[src/rtl/rtc_pkg.sv]
// Shared constants and types for the RTC seven-segment scanner.
package rtc_pkg;

  localparam int NUM_DIGITS = 6;

  localparam logic [2:0] IDX_HRM  = 3'd0;
  localparam logic [2:0] IDX_HRL  = 3'd1;
  localparam logic [2:0] IDX_MINM = 3'd2;
  localparam logic [2:0] IDX_MINL = 3'd3;
  localparam logic [2:0] IDX_SECM = 3'd4;
  localparam logic [2:0] IDX_SECL = 3'd5;

  // Segment order {g,f,e,d,c,b,a}, active-high.
  localparam logic [6:0] SEG_0    = 7'h3F;
  localparam logic [6:0] SEG_1    = 7'h06;
  localparam logic [6:0] SEG_2    = 7'h5B;
  localparam logic [6:0] SEG_3    = 7'h4F;
  localparam logic [6:0] SEG_4    = 7'h66;
  localparam logic [6:0] SEG_5    = 7'h6D;
  localparam logic [6:0] SEG_6    = 7'h7D;
  localparam logic [6:0] SEG_7    = 7'h07;
  localparam logic [6:0] SEG_8    = 7'h7F;
  localparam logic [6:0] SEG_9    = 7'h6F;
  localparam logic [6:0] SEG_DASH = 7'h40;

  typedef enum logic {
    IDLE,
    SCAN
  } state_t;

endpackage

[src/rtl/rtc_seg_scan_bcd.sv]
// BCD to seven-segment decoder; codes 10..15 render as a dash.
module bcd_to_seg
  import rtc_pkg::*;
(
  input  logic [3:0] bcd_i,
  output logic [6:0] seg_o
);

  always_comb begin
    seg_o = SEG_DASH;
    case (bcd_i)
      4'd0:    seg_o = SEG_0;
      4'd1:    seg_o = SEG_1;
      4'd2:    seg_o = SEG_2;
      4'd3:    seg_o = SEG_3;
      4'd4:    seg_o = SEG_4;
      4'd5:    seg_o = SEG_5;
      4'd6:    seg_o = SEG_6;
      4'd7:    seg_o = SEG_7;
      4'd8:    seg_o = SEG_8;
      4'd9:    seg_o = SEG_9;
      default: seg_o = SEG_DASH;
    endcase
  end

endmodule

[src/rtl/rtc_seg_scan.sv]
// Six-digit multiplexed display scanner with per-frame digit snapshot.
// Optional macro RTC_SEG_BLINK_EN blinks the separators every 32 frames.
module rtc_seg_scan
  import rtc_pkg::*;
#(
  parameter int SCAN_DIV = 1000,
  parameter bit LZ_BLANK = 1'b1
) (
  input  logic       clkin,
  input  logic       rst,
  input  logic       en,
  input  logic [3:0] hrm,
  input  logic [3:0] hrl,
  input  logic [3:0] minm,
  input  logic [3:0] minl,
  input  logic [3:0] secm,
  input  logic [3:0] secl,
  output logic [6:0] seg_o,
  output logic       dp_o,
  output logic [5:0] dig_o,
  output logic       frame_o
);

  localparam int PW =
    (SCAN_DIV > 1) ? $clog2(SCAN_DIV) : 1;
  localparam logic [PW-1:0] PRE_MAX =
    PW'(SCAN_DIV - 1);

  typedef logic [NUM_DIGITS-1:0][3:0] snap_t;

  state_t        state_q, state_d;
  logic [PW-1:0] pre_q, pre_d;
  logic [2:0]    idx_q, idx_d;
  snap_t         snap_q, snap_d;
  snap_t         live;
  logic          frame_q, frame_d;
  logic [6:0]    seg_q, seg_d;
  logic          dp_q, dp_d;
  logic [5:0]    dig_q, dig_d;
  logic [3:0]    cur;
  logic [6:0]    dec_seg;
  logic          blank;

`ifdef RTC_SEG_BLINK_EN
  logic [5:0]    fcnt_q, fcnt_d;
`endif

  // Entry 0 holds hrm so the scan index addresses it directly.
  assign live = {secl, secm, minl, minm, hrl, hrm};

  always_comb begin
    state_d = state_q;
    pre_d   = pre_q;
    idx_d   = idx_q;
    snap_d  = snap_q;
    frame_d = 1'b0;
`ifdef RTC_SEG_BLINK_EN
    fcnt_d  = fcnt_q;
`endif
    unique case (state_q)
      IDLE: begin
        pre_d = '0;
        idx_d = IDX_HRM;
        if (en) begin
          state_d = SCAN;
          snap_d  = live;
          frame_d = 1'b1;
        end
      end
      SCAN: begin
        if (!en) begin
          state_d = IDLE;
          pre_d   = '0;
          idx_d   = IDX_HRM;
        end else if (pre_q == PRE_MAX) begin
          pre_d = '0;
          if (idx_q == IDX_SECL) begin
            idx_d   = IDX_HRM;
            snap_d  = live;
            frame_d = 1'b1;
`ifdef RTC_SEG_BLINK_EN
            // Counts completed frames.
            fcnt_d  = fcnt_q + 6'd1;
`endif
          end else begin
            idx_d = idx_q + 3'd1;
          end
        end else begin
          pre_d = pre_q + PW'(1);
        end
      end
      default: state_d = IDLE;
    endcase
  end

  always_comb begin
    cur = snap_q[0];
    case (idx_q)
      IDX_HRM:  cur = snap_q[0];
      IDX_HRL:  cur = snap_q[1];
      IDX_MINM: cur = snap_q[2];
      IDX_MINL: cur = snap_q[3];
      IDX_SECM: cur = snap_q[4];
      IDX_SECL: cur = snap_q[5];
      default:  cur = snap_q[0];
    endcase
  end

  bcd_to_seg u_dec (
    .bcd_i (cur),
    .seg_o (dec_seg)
  );

  assign blank = LZ_BLANK
    && (idx_q == IDX_HRM)
    && (snap_q[0] == 4'd0);

  always_comb begin
    seg_d = '0;
    dp_d  = 1'b0;
    dig_d = '0;
    if (state_q == SCAN) begin
      dig_d = 6'b100000 >> idx_q;
      seg_d = blank ? 7'd0 : dec_seg;
      dp_d  = (idx_q == IDX_HRL)
           || (idx_q == IDX_MINL);
`ifdef RTC_SEG_BLINK_EN
      dp_d  = dp_d & ~fcnt_q[5];
`endif
    end
  end

  always_ff @(posedge clkin or posedge rst) begin
    if (rst) begin
      state_q <= IDLE;
      pre_q   <= '0;
      idx_q   <= IDX_HRM;
      snap_q  <= '0;
      frame_q <= 1'b0;
      seg_q   <= '0;
      dp_q    <= 1'b0;
      dig_q   <= '0;
    end else begin
      state_q <= state_d;
      pre_q   <= pre_d;
      idx_q   <= idx_d;
      snap_q  <= snap_d;
      frame_q <= frame_d;
      seg_q   <= seg_d;
      dp_q    <= dp_d;
      dig_q   <= dig_d;
    end
  end

`ifdef RTC_SEG_BLINK_EN
  always_ff @(posedge clkin or posedge rst) begin
    if (rst) fcnt_q <= '0;
    else     fcnt_q <= fcnt_d;
  end
`endif

  assign seg_o   = seg_q;
  assign dp_o    = dp_q;
  assign dig_o   = dig_q;
  assign frame_o = frame_q;

endmodule

[config.mk]
export PLATFORM = sky130hd
export DESIGN_NAME = rtc_seg_scan
export DESIGN_NICKNAME = d
export VERILOG_FILES = /design/src/rtl/rtc_pkg.sv /design/src/rtl/rtc_seg_scan_bcd.sv /design/src/rtl/rtc_seg_scan.sv
export SDC_FILE = /design/constraint.sdc
export NUM_CORES = 1
export LEC_CHECK = 0
export CAP_MARGIN = 20
export CELL_PAD_IN_SITES_DETAIL_PLACEMENT = 1
export CELL_PAD_IN_SITES_GLOBAL_PLACEMENT = 2
export CORE_UTILIZATION = 35
export CTS_CLUSTER_SIZE = 40
export DETAILED_ROUTE_END_ITERATION = 10
export PLACE_DENSITY = 0.8
export SLEW_MARGIN = 20
export SYNTH_ARGS = -nofsm -noshare
export SYNTH_HDL_FRONTEND = slang
export SYNTH_SLANG_ARGS = --single-unit
[constraint.sdc]
create_clock -name clkin -period 4 [get_ports clkin]
set_clock_uncertainty 0.05 [all_clocks]
set_input_delay 1 -clock clkin [delete_from_list [all_inputs] [get_ports clkin]]
set_output_delay 1 -clock clkin [all_outputs]
set_load 0.05 [all_outputs]
==> images/metal_stack.png <==
(3 px per um) Only two layers are drawn.
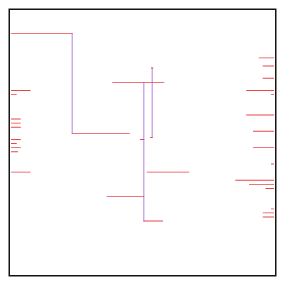
[met4] purple | wire length: 103 um
[met3] red | wire length: 198 um

==> images/clock_map.png <==
(6 px per um)
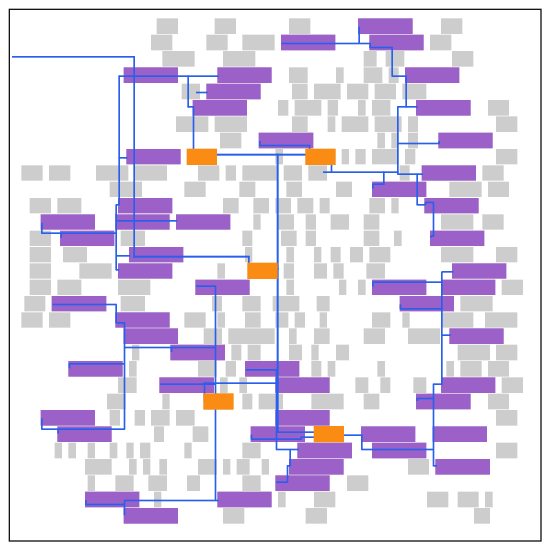
[cells driving clock nets] orange | count: 5
[flip-flops] purple | count: 53
[clock wires] blue | length: 648 um
routed clock nets: 6
flops lie: spread over the die

==> images/pins.png <==
(4 px per um) Pins as bars across the die edge, other pins in grey.
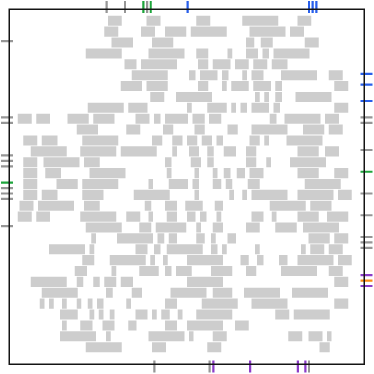
[dp_o] orange | pins: 1 | direction: output | edge: right
[hrm] green | pins: 4 | direction: input | edge: 2 top, 1 left, 1 right
[dig_o] purple | pins: 6 | direction: output | edge: 4 bottom, 2 right
[seg_o] blue | pins: 7 | direction: output | edge: 4 top, 3 right

==> images/final_clocks.png <==
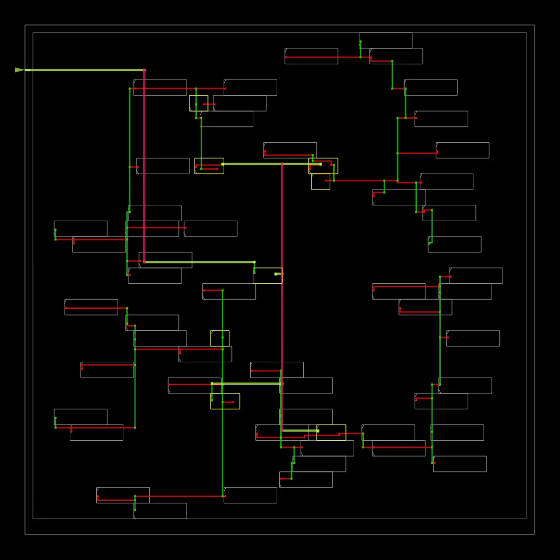
number of buffers created by CTS: 5
number of sequential cells: 53
clock sink count: 53
clk_lat worst skew: 320 ps

==> changes_impl.md <==
## Implementation

* Status: complete, no violations
* P_sw at 0.3495 mW
* Worst Path Buf+Inv at 2
* Yosys cell count at roughly 220
* Core area at ~0.0072 sq mm
* Worst endpoint required time at ~4200 ps
* Slew Limit Fails at 0
* Vias at between 1.5k and 2k
* Worst Tran Pin Value at about 770 ps
* Post-CTS sizing at 0
* Setup Buffers After CTS at 0
* WP data arrival at roughly 3300 ps
* Pwr Density at about 370 mW/mm^2
* Max Cap Viol at 0
* Fillers at 796
* Post-Syn Area at 0.002611 sq mm
* WL/cell at roughly 15 um
* Final worst slack at 890.9 ps
* Yosys warnings at 0
* Iteration-0 DRC Markers at just over 100
* Chip area in the Yosys report at between 0.002 and 0.003 sq mm
* Post-synth seq share at between 50 and 60%
* R2R Setup Slk at just under 900 ps
* Number of H-tree levels at 2
* Comb power frac at about a fifth
* Slew margin rel. at about half
* Post-synth regs at approximately 53
* FF-to-FF path depth at 9
* Cell taking the most area after synthesis: dfrtp_1
* WL final at between 5000 and 6000 um
* Gate count of the mapped netlist at ~220
* Clock share of power at a little over a quarter
* Hold Vio Cnt, Final at 0
* Share of cells above drive strength 1 at 15.41%
* Dpl ws at approximately 900 ps
* Worst-path cell chain: and2_1 > ha_1 > inv_1 > o21a_1 > o31ai_1 > inv_1 > ha_1 > mux2_2 > a21oi_1
* First-pass GRT wire length at 9328 um
* CTS root buf: clkbuf_8
* Slowest stage delay, CP at 810 ps
* Yosys top cell by instances: dfrtp_1
* Fraction of area in multi-input gates at a little under two fifths
* Slowest stage cell, crit path: dfrtp_1
* Mi-comb count at roughly 150
* Flop share of the area at about two fifths
* # setup viols final at 0
* Clock period minus worst slack at roughly 3100 ps
* Most common library cells after synthesis: dfrtp_1 (53), mux2_4 (19), nand2_1 (16), nor2_1 (16), inv_1 (13)
* DR DRC count at 0
* Distinct cells, synth at 39
* Buffers on Ports at between 40 and 50
* Clk tree area frac at slightly below 3%
* Fmax at between 300 and 400 MHz
* Sw Ratio at 29.50%
* Total Routing Usage GR at approximately 16%
* Syn_area_per_cell at about 12 sq um
* Synthesized Nets at about 260
* Maximum clock path buffer count at 2
* # diodes at 0
* Top cell type's share of synthesized area at 50.79%
* Inverters at 13
* Io pins at about 42
* Std-Cell Rows at 31
* RSZ-0062 raised after global routing: false
* CTS tree: yes
* Register area at 0.001326 sq mm
* GP Congestion at 0.8635
* Congestion Overflow GR at 0
* Cell family with most CP delay: AND-OR/OR-AND gates
* Detailed Routing Iterations Pass 1 at 4
* Internal Power at 0.8352 mW
* VDD IR-drop max at ~0.13 mV
* Pin count of the biggest net entering global routing at approximately 54
* Clock buffers at 5
* Crit path launch type: flip-flop
* # hold bufs at CTS at 0
* Number of cells on the worst hold path at 1
* Tap cells at 99
* FFs w/ async S/R, synth at 100.0%
* CP Max Fanout at 21
* Critical Path End: seg_o[6]$_DFF_PP0_
## cell usage in the layout, fill, tap and decap left out, types with 2 or more instances in the layout
| master | n |
|---|---|
| and2_1 | 2 |
| o211ai_1 | 3 |
| inv_1 | 12 |
| or2_2 | 2 |
| a21boi_0 | 2 |
| nor3_1 | 4 |
| mux2_2 | 6 |
| clkdlybuf4s50_1 | 41 |
| mux2i_1 | 6 |
| mux2_4 | 19 |
| nand2b_1 | 4 |
| or4_1 | 2 |
| o32ai_1 | 6 |
| a21oi_1 | 9 |
| nor2_1 | 16 |
| o31ai_1 | 2 |
| o21a_1 | 2 |
| clkinv_4 | 2 |
| dfrtp_1 | 53 |
| and3_1 | 3 |
| xnor2_1 | 7 |
| ha_1 | 7 |
| clkbuf_8 | 5 |
| nand3_1 | 6 |
| xor2_1 | 2 |
| nand2_1 | 16 |
| o21ai_0 | 8 |
| nand3b_1 | 4 |
| buf_4 | 2 |
## cells by family (layout without fill, tap and decap cells)
| logic type | count (synthesis) | after routing | share of synthesized area, % |
|---|---|---|---|
| compound gates | 39 | 39 | 10.97 |
| flops | 53 | 53 | 50.79 |
| simple gates | 63 | 63 | 12.17 |
| mux | 31 | 31 | 15.81 |
| buf+inv | 22 | 64 | 3.881 |
| fa+ha+maj | 7 | 7 | 3.354 |
| xor+xnor | 9 | 9 | 3.019 |
## per-layer routing
metal / up-vias / track usage (%) / share of wire (%)
met5: - / 0 / 0
met2: 35 / 24.06 / 44
met1: 887 / 22.49 / 50
li1: 865 / - / -
met4: 0 / 5.865 / 1.9
met3: 8 / 3.172 / 3.6
## per-stage QoR
step / area [sq um] / std cells / power (mW) / hold slack [ps]
2_1_floorplan: 2611 / 224 / 0.7883 / 404.9
3_3_place_gp: 3108 / 357 / 0.8761 / 422.5
3_5_place_dp: 3108 / 357 / 0.8794 / 427.9
4_1_cts: 3203 / 365 / 1.199 / 442.9
5_1_grt: 3203 / 365 / 1.249 / 460.7
6_report: 3203 / 365 / 1.185 / 437.5
## how the worst min path moves through the flow
| stage | from | to |
|---|---|---|
| final | pre_q[0]$_DFF_PP0_ | pre_q[0]$_DFF_PP0_ |
| after global placement | pre_q[0]$_DFF_PP0_ | pre_q[0]$_DFF_PP0_ |
| after global routing | pre_q[0]$_DFF_PP0_ | pre_q[0]$_DFF_PP0_ |
| after floorplan | pre_q[0]$_DFF_PP0_ | pre_q[0]$_DFF_PP0_ |
| after CTS | pre_q[0]$_DFF_PP0_ | pre_q[0]$_DFF_PP0_ |
| after detailed placement | pre_q[0]$_DFF_PP0_ | pre_q[0]$_DFF_PP0_ |
## state kept, by name (all words and copies together) (netlist names)
signal   count
dig_o        6
dp_o         1
frame_o      1
idx_q        3
pre_q       10
seg_o        7
snap_q      24
state_q      1
## power by group through the flow
stage / Combinational, mW / Sequential (mW) / Clock [mW]
2_1_floorplan: 0.127 / 0.661 / 0
3_3_place_gp: 0.248 / 0.628 / 0
3_5_place_dp: 0.250 / 0.630 / 0
4_1_cts: 0.252 / 0.619 / 0.328
5_1_grt: 0.272 / 0.625 / 0.353
6_report: 0.248 / 0.618 / 0.319
Power and IR drop assume default switching activity.
